<file path="src/rtl/div_pkg.sv">
// div_pkg: shared FSM state and status-vector layout for the sequential divider.
package div_pkg;
  typedef enum logic [1:0] {
    IDLE = 2'd0,
    CALC = 2'd1,
    DONE = 2'd2
  } state_t;

  localparam int ST_W   = 4;
  localparam int ST_DZ  = 0;
  localparam int ST_QZ  = 1;
  localparam int ST_OVF = 2;
  localparam int ST_RNZ = 3;
endpackage

</file>
<file path="src/rtl/div_step.sv">
// div_step: one combinational restoring-division iteration on {rem, q}, no latency, no flow control.
module div_step #(
  parameter int WIDTH = 8
) (
  input  logic [WIDTH-1:0] rem,
  input  logic [WIDTH-1:0] q,
  input  logic [WIDTH-1:0] divisor,
  output logic [WIDTH-1:0] rem_nxt,
  output logic [WIDTH-1:0] q_nxt
);
  logic [WIDTH:0] shifted;
  logic [WIDTH:0] trial;

  // rem < divisor, so the shifted value minus divisor always fits WIDTH+1 signed bits
  assign shifted = {rem, q[WIDTH-1]};
  assign trial   = shifted - {1'b0, divisor};
  assign rem_nxt = trial[WIDTH] ? shifted[WIDTH-1:0] : trial[WIDTH-1:0];
  assign q_nxt   = {q[WIDTH-2:0], ~trial[WIDTH]};
endmodule

</file>
<file path="src/rtl/seq_div.sv">
// seq_div: restoring divider, one quotient bit per cycle; SEQ_DIV_SIGNED_EN selects two's-complement operands.
// Latency WIDTH+1 cycles from accepted start to done (2 for div-by-zero / MIN/-1); start ignored unless idle.
import div_pkg::*;

module seq_div #(
  parameter int WIDTH = 8
) (
  input  logic             clk,
  input  logic             rst,
  input  logic             start,
  input  logic [WIDTH-1:0] dividend,
  input  logic [WIDTH-1:0] divisor,
  output logic             busy,
  output logic             done,
  output logic [WIDTH-1:0] quotient,
  output logic [WIDTH-1:0] remainder,
  output logic [ST_W-1:0]  status
);
  localparam int CW = $clog2(WIDTH);

  state_t          state;
  logic [CW-1:0]   cnt;
  logic [WIDTH-1:0] rem_r, q_r, dvs_r, dvd_r;
  logic [WIDTH-1:0] rem_nxt, q_nxt;
  logic [WIDTH-1:0] dvd_mag, dvs_mag;
  logic            spec_in, spec_r;
  logic [WIDTH-1:0] q_fin, r_fin;
  logic [ST_W-1:0]  st_fin;

`ifdef SEQ_DIV_SIGNED_EN
  localparam logic [WIDTH-1:0] MIN_VAL = {1'b1, {(WIDTH-1){1'b0}}};
  logic ovf_in, ovf_r, neg_q_r, neg_r_r;

  assign dvd_mag = dividend[WIDTH-1] ? -dividend : dividend;
  assign dvs_mag = divisor[WIDTH-1] ? -divisor : divisor;
  assign ovf_in  = (dividend == MIN_VAL) && (&divisor);
  assign spec_in = (divisor == '0) || ovf_in;
`else
  assign dvd_mag = dividend;
  assign dvs_mag = divisor;
  assign spec_in = (divisor == '0);
`endif

  div_step #(.WIDTH(WIDTH)) u_step (
    .rem     (rem_r),
    .q       (q_r),
    .divisor (dvs_r),
    .rem_nxt (rem_nxt),
    .q_nxt   (q_nxt)
  );

  // Result as it will be registered on entry to DONE; special cases bypass the iteration.
  always_comb begin
    q_fin  = q_nxt;
    r_fin  = rem_nxt;
    st_fin = '0;
    if (spec_r) begin
      q_fin         = '1;
      r_fin         = dvd_r;
      st_fin[ST_DZ] = 1'b1;
`ifdef SEQ_DIV_SIGNED_EN
      if (ovf_r) begin
        q_fin          = MIN_VAL;
        r_fin          = '0;
        st_fin         = '0;
        st_fin[ST_OVF] = 1'b1;
      end
`endif
    end else begin
`ifdef SEQ_DIV_SIGNED_EN
      if (neg_q_r) q_fin = -q_nxt;
      if (neg_r_r) r_fin = -rem_nxt;
`endif
      st_fin[ST_QZ]  = (q_fin == '0);
      st_fin[ST_RNZ] = (r_fin != '0);
    end
  end

  always_ff @(posedge clk) begin
    if (rst) begin
      state     <= IDLE;
      cnt       <= '0;
      rem_r     <= '0;
      q_r       <= '0;
      dvs_r     <= '0;
      dvd_r     <= '0;
      spec_r    <= 1'b0;
      quotient  <= '0;
      remainder <= '0;
      status    <= '0;
`ifdef SEQ_DIV_SIGNED_EN
      ovf_r     <= 1'b0;
      neg_q_r   <= 1'b0;
      neg_r_r   <= 1'b0;
`endif
    end else begin
      case (state)
        IDLE: if (start) begin
          dvd_r  <= dividend;
          dvs_r  <= dvs_mag;
          rem_r  <= '0;
          q_r    <= dvd_mag;
          spec_r <= spec_in;
          cnt    <= spec_in ? '0 : CW'(WIDTH - 1);
          state  <= CALC;
`ifdef SEQ_DIV_SIGNED_EN
          ovf_r   <= ovf_in;
          neg_q_r <= dividend[WIDTH-1] ^ divisor[WIDTH-1];
          neg_r_r <= dividend[WIDTH-1];
`endif
        end
        CALC: begin
          rem_r <= rem_nxt;
          q_r   <= q_nxt;
          if (cnt == '0) begin
            state     <= DONE;
            quotient  <= q_fin;
            remainder <= r_fin;
            status    <= st_fin;
          end else begin
            cnt <= cnt - 1'b1;
          end
        end
        DONE:    state <= IDLE;
        default: state <= IDLE;
      endcase
    end
  end

  assign busy = (state == CALC);
  assign done = (state == DONE);
endmodule

</file>
<file path="config.mk">
export PLATFORM = sky130hd
export DESIGN_NAME = seq_div
export DESIGN_NICKNAME = d
export VERILOG_FILES = /design/src/rtl/div_pkg.sv /design/src/rtl/div_step.sv /design/src/rtl/seq_div.sv
export SDC_FILE = /design/constraint.sdc
export NUM_CORES = 1
export LEC_CHECK = 0
export CORE_ASPECT_RATIO = 1.1
export CORE_MARGIN = 2
export CORE_UTILIZATION = 49
export DETAILED_ROUTE_END_ITERATION = 8
export PLACE_DENSITY = 0.76
export SLEW_MARGIN = 25
export SYNTH_ARGS = -nofsm -noshare
export SYNTH_HDL_FRONTEND = slang
export SYNTH_HIERARCHICAL = 1
export SYNTH_SLANG_ARGS = --single-unit
</file>
<file path="constraint.sdc">
create_clock -name clk -period 2.85 [get_ports clk]
set_input_delay 0.57 -clock clk [delete_from_list [all_inputs] [get_ports clk]]
set_output_delay 0.57 -clock clk [all_outputs]
set_load 0.1 [all_outputs]
</file>
Fig. 1: pin map
Pins as bars across the die edge, other pins in gray.
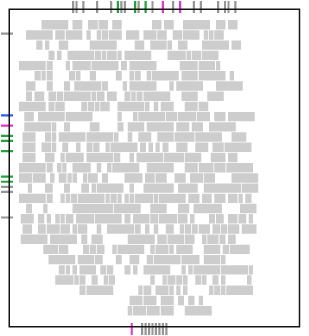
color	port	pins	direction	edge
magenta	`status`	4	output	2 top, 1 left, 1 bottom
green	`dividend`	8	input	5 left, 3 top
blue	`busy`	1	output	left
all pins by edge	21 top, 11 left, 9 bottom
die outline width: 76.88 um
Die H: 84.17 um
PortBufs: 39

Fig. 2: signal wires by layer
The bar under the picture is 20 um long.
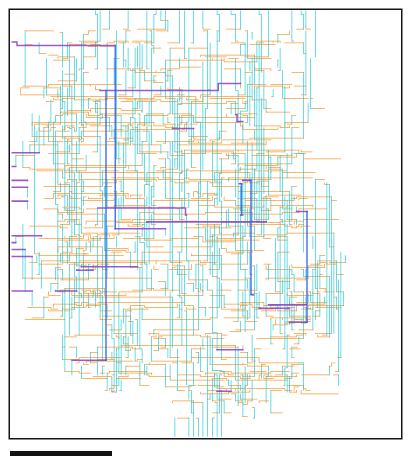
color	layer	wire length
orange	M1	2,760 um
blue	M4	139 um
cyan	M2	3,170 um
purple	M3	195 um
Total Wirelength: 6266 um
average wire length per cell after detail routing: 14.14 um
overall track demand over capacity in global routing: 0.2030
via total after detailed routing: 2,388

Fig. 3: clock network drawn from the DEF
The bar under the picture is 20 um long.
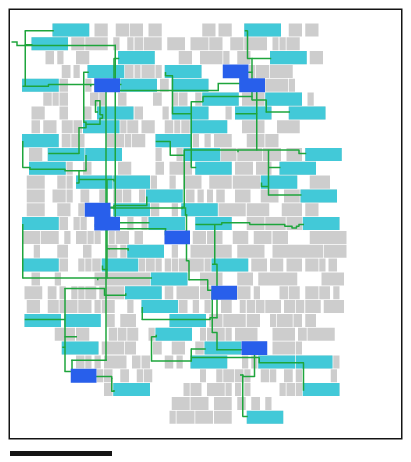
[green] clock wires | length: 753 um
[cyan] flip-flops | count: 57
[blue] clock-net drivers | count: 9
flops lie	widely spread
routed clock nets	10
clock distribution power: 0.753 mW
power share of the clock group: 0.249
clk_skew: 0.009821 ns

==> impl_metrics.ini <==
; yosys + openroad results
[run_status]
run_status = finished, final reports clean

[global_route]
antenna_found_initial = 0
largest_net_degree_at_the_start_of_global_routing = 41

[yosys]
post_synth_instance_area_um2 = 2863
edf_count = 0
top_cell_area_share = 0.3986
synth-xor-area-share = 0.02185
mux_share = 0.06294
synth_cells = 331

[layout]
final_common_cell = dfxtp_1
drive_above_1_share = 0.1995
num-fill-cells = 508
n_antenna_cell = 0
summed_area_of_non_filler_cells_in_the_final_layout_um2 = 3413
finish.cell_count_without_fillers = 443

[critical_path]
r2r_setup_slack_ns = 0.11
critical_path_depth = 15
path_buffers = 4
crit_start_category = flop
worstPathMaxFanout = 8
worst_r2r_endpoint = status[3]$_SDFFE_PP0P_
cp_data_arrival_time_ns = 2.93
critical_path_class = reg -> reg

[routing]
number_of_remaining_drc_errors = 0

[final_timing]
maxSlewViolCount = 0
period_used_share = 0.9604
finalSetupViolations = 0
timing.setup.tns_ns = 0

[clock_network]
clock_latency_ns = 0.34
tritoncts.num_buffers = 9

[worst_hold_path]
hold-path-cell-count = 2
min-delay-path-class = reg -> reg

[job]
openroad.warnings = 27

[placed_design]
place_hpwl_um = 4458
dpl_worst_slack_ns = -0.01068

[power]
powerDensity_nw_per_um2 = 887.1
Fig. 4: the clock network
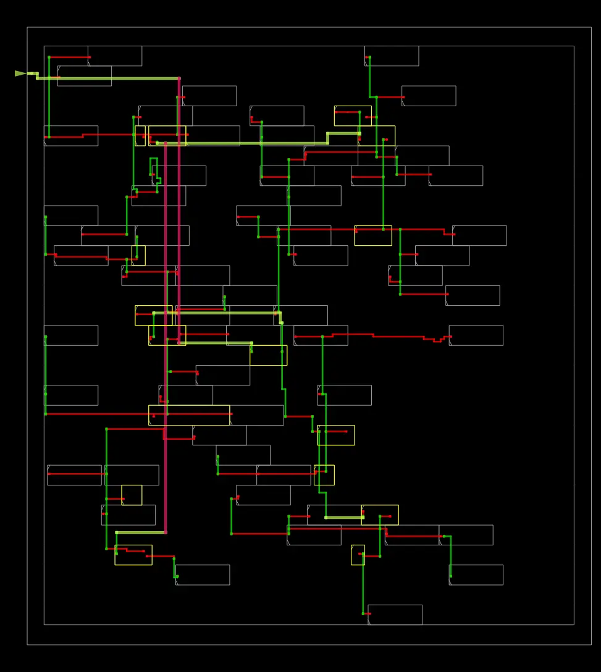
final sequential cell count: 57
CLK BUF: 11
CTS sink count: 57

Fig. 5: layout detail
Window x 9 to 29, y 11 to 31 um. Cells in gray, sequential cells in the stronger gray; small squares are vias.
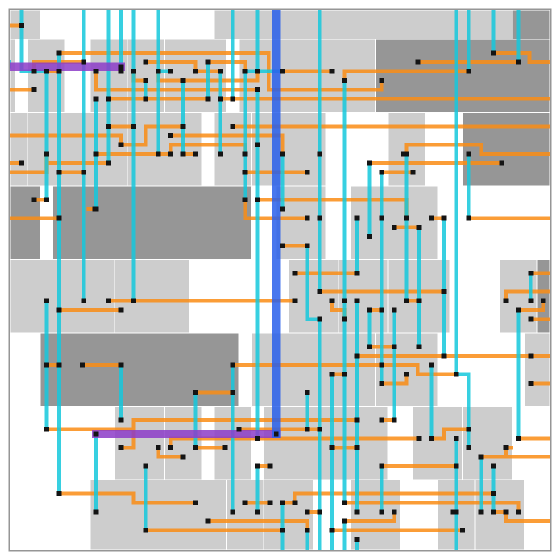
color	layer
cyan	M2
purple	M3
blue	M4
orange	M1
most frequent	a21oi_1 (6), nand2_1 (4)
sequential cells in the window	3
cells with their middle in the window	36

## where the power goes
part / switching (mW) / internal [mW]
combinational: 0.794 / 0.521
sequential: 0.0708 / 0.889
clock: 0.329 / 0.424
## routing by layer
layer  track usage  vias to the layer above  share of wire
met5             0                        -              0
met2        0.3389                       42           0.51
met1        0.2464                     1131           0.44
met4        0.1041                        0          0.022
met3       0.04409                       11          0.031
li1              -                     1204              -
## what timing repair did
action,4_1_cts,5_1_grt
buffers inserted,1,1
pin swaps,0,2
resized,2,7
setup endpoints to repair,1,2
## cell type report
cell class | instances | area share
inverter | 13 | 0.01430
sequential | 57 | 0.3343
timing repair buffer | 46 | 0.1166
multi-input combinational | 234 | 0.4490
clock inverter | 5 | 0.01613
tap | 77 | 0.02823
clock buffer | 11 | 0.04142
Power and IR drop assume default switching activity.
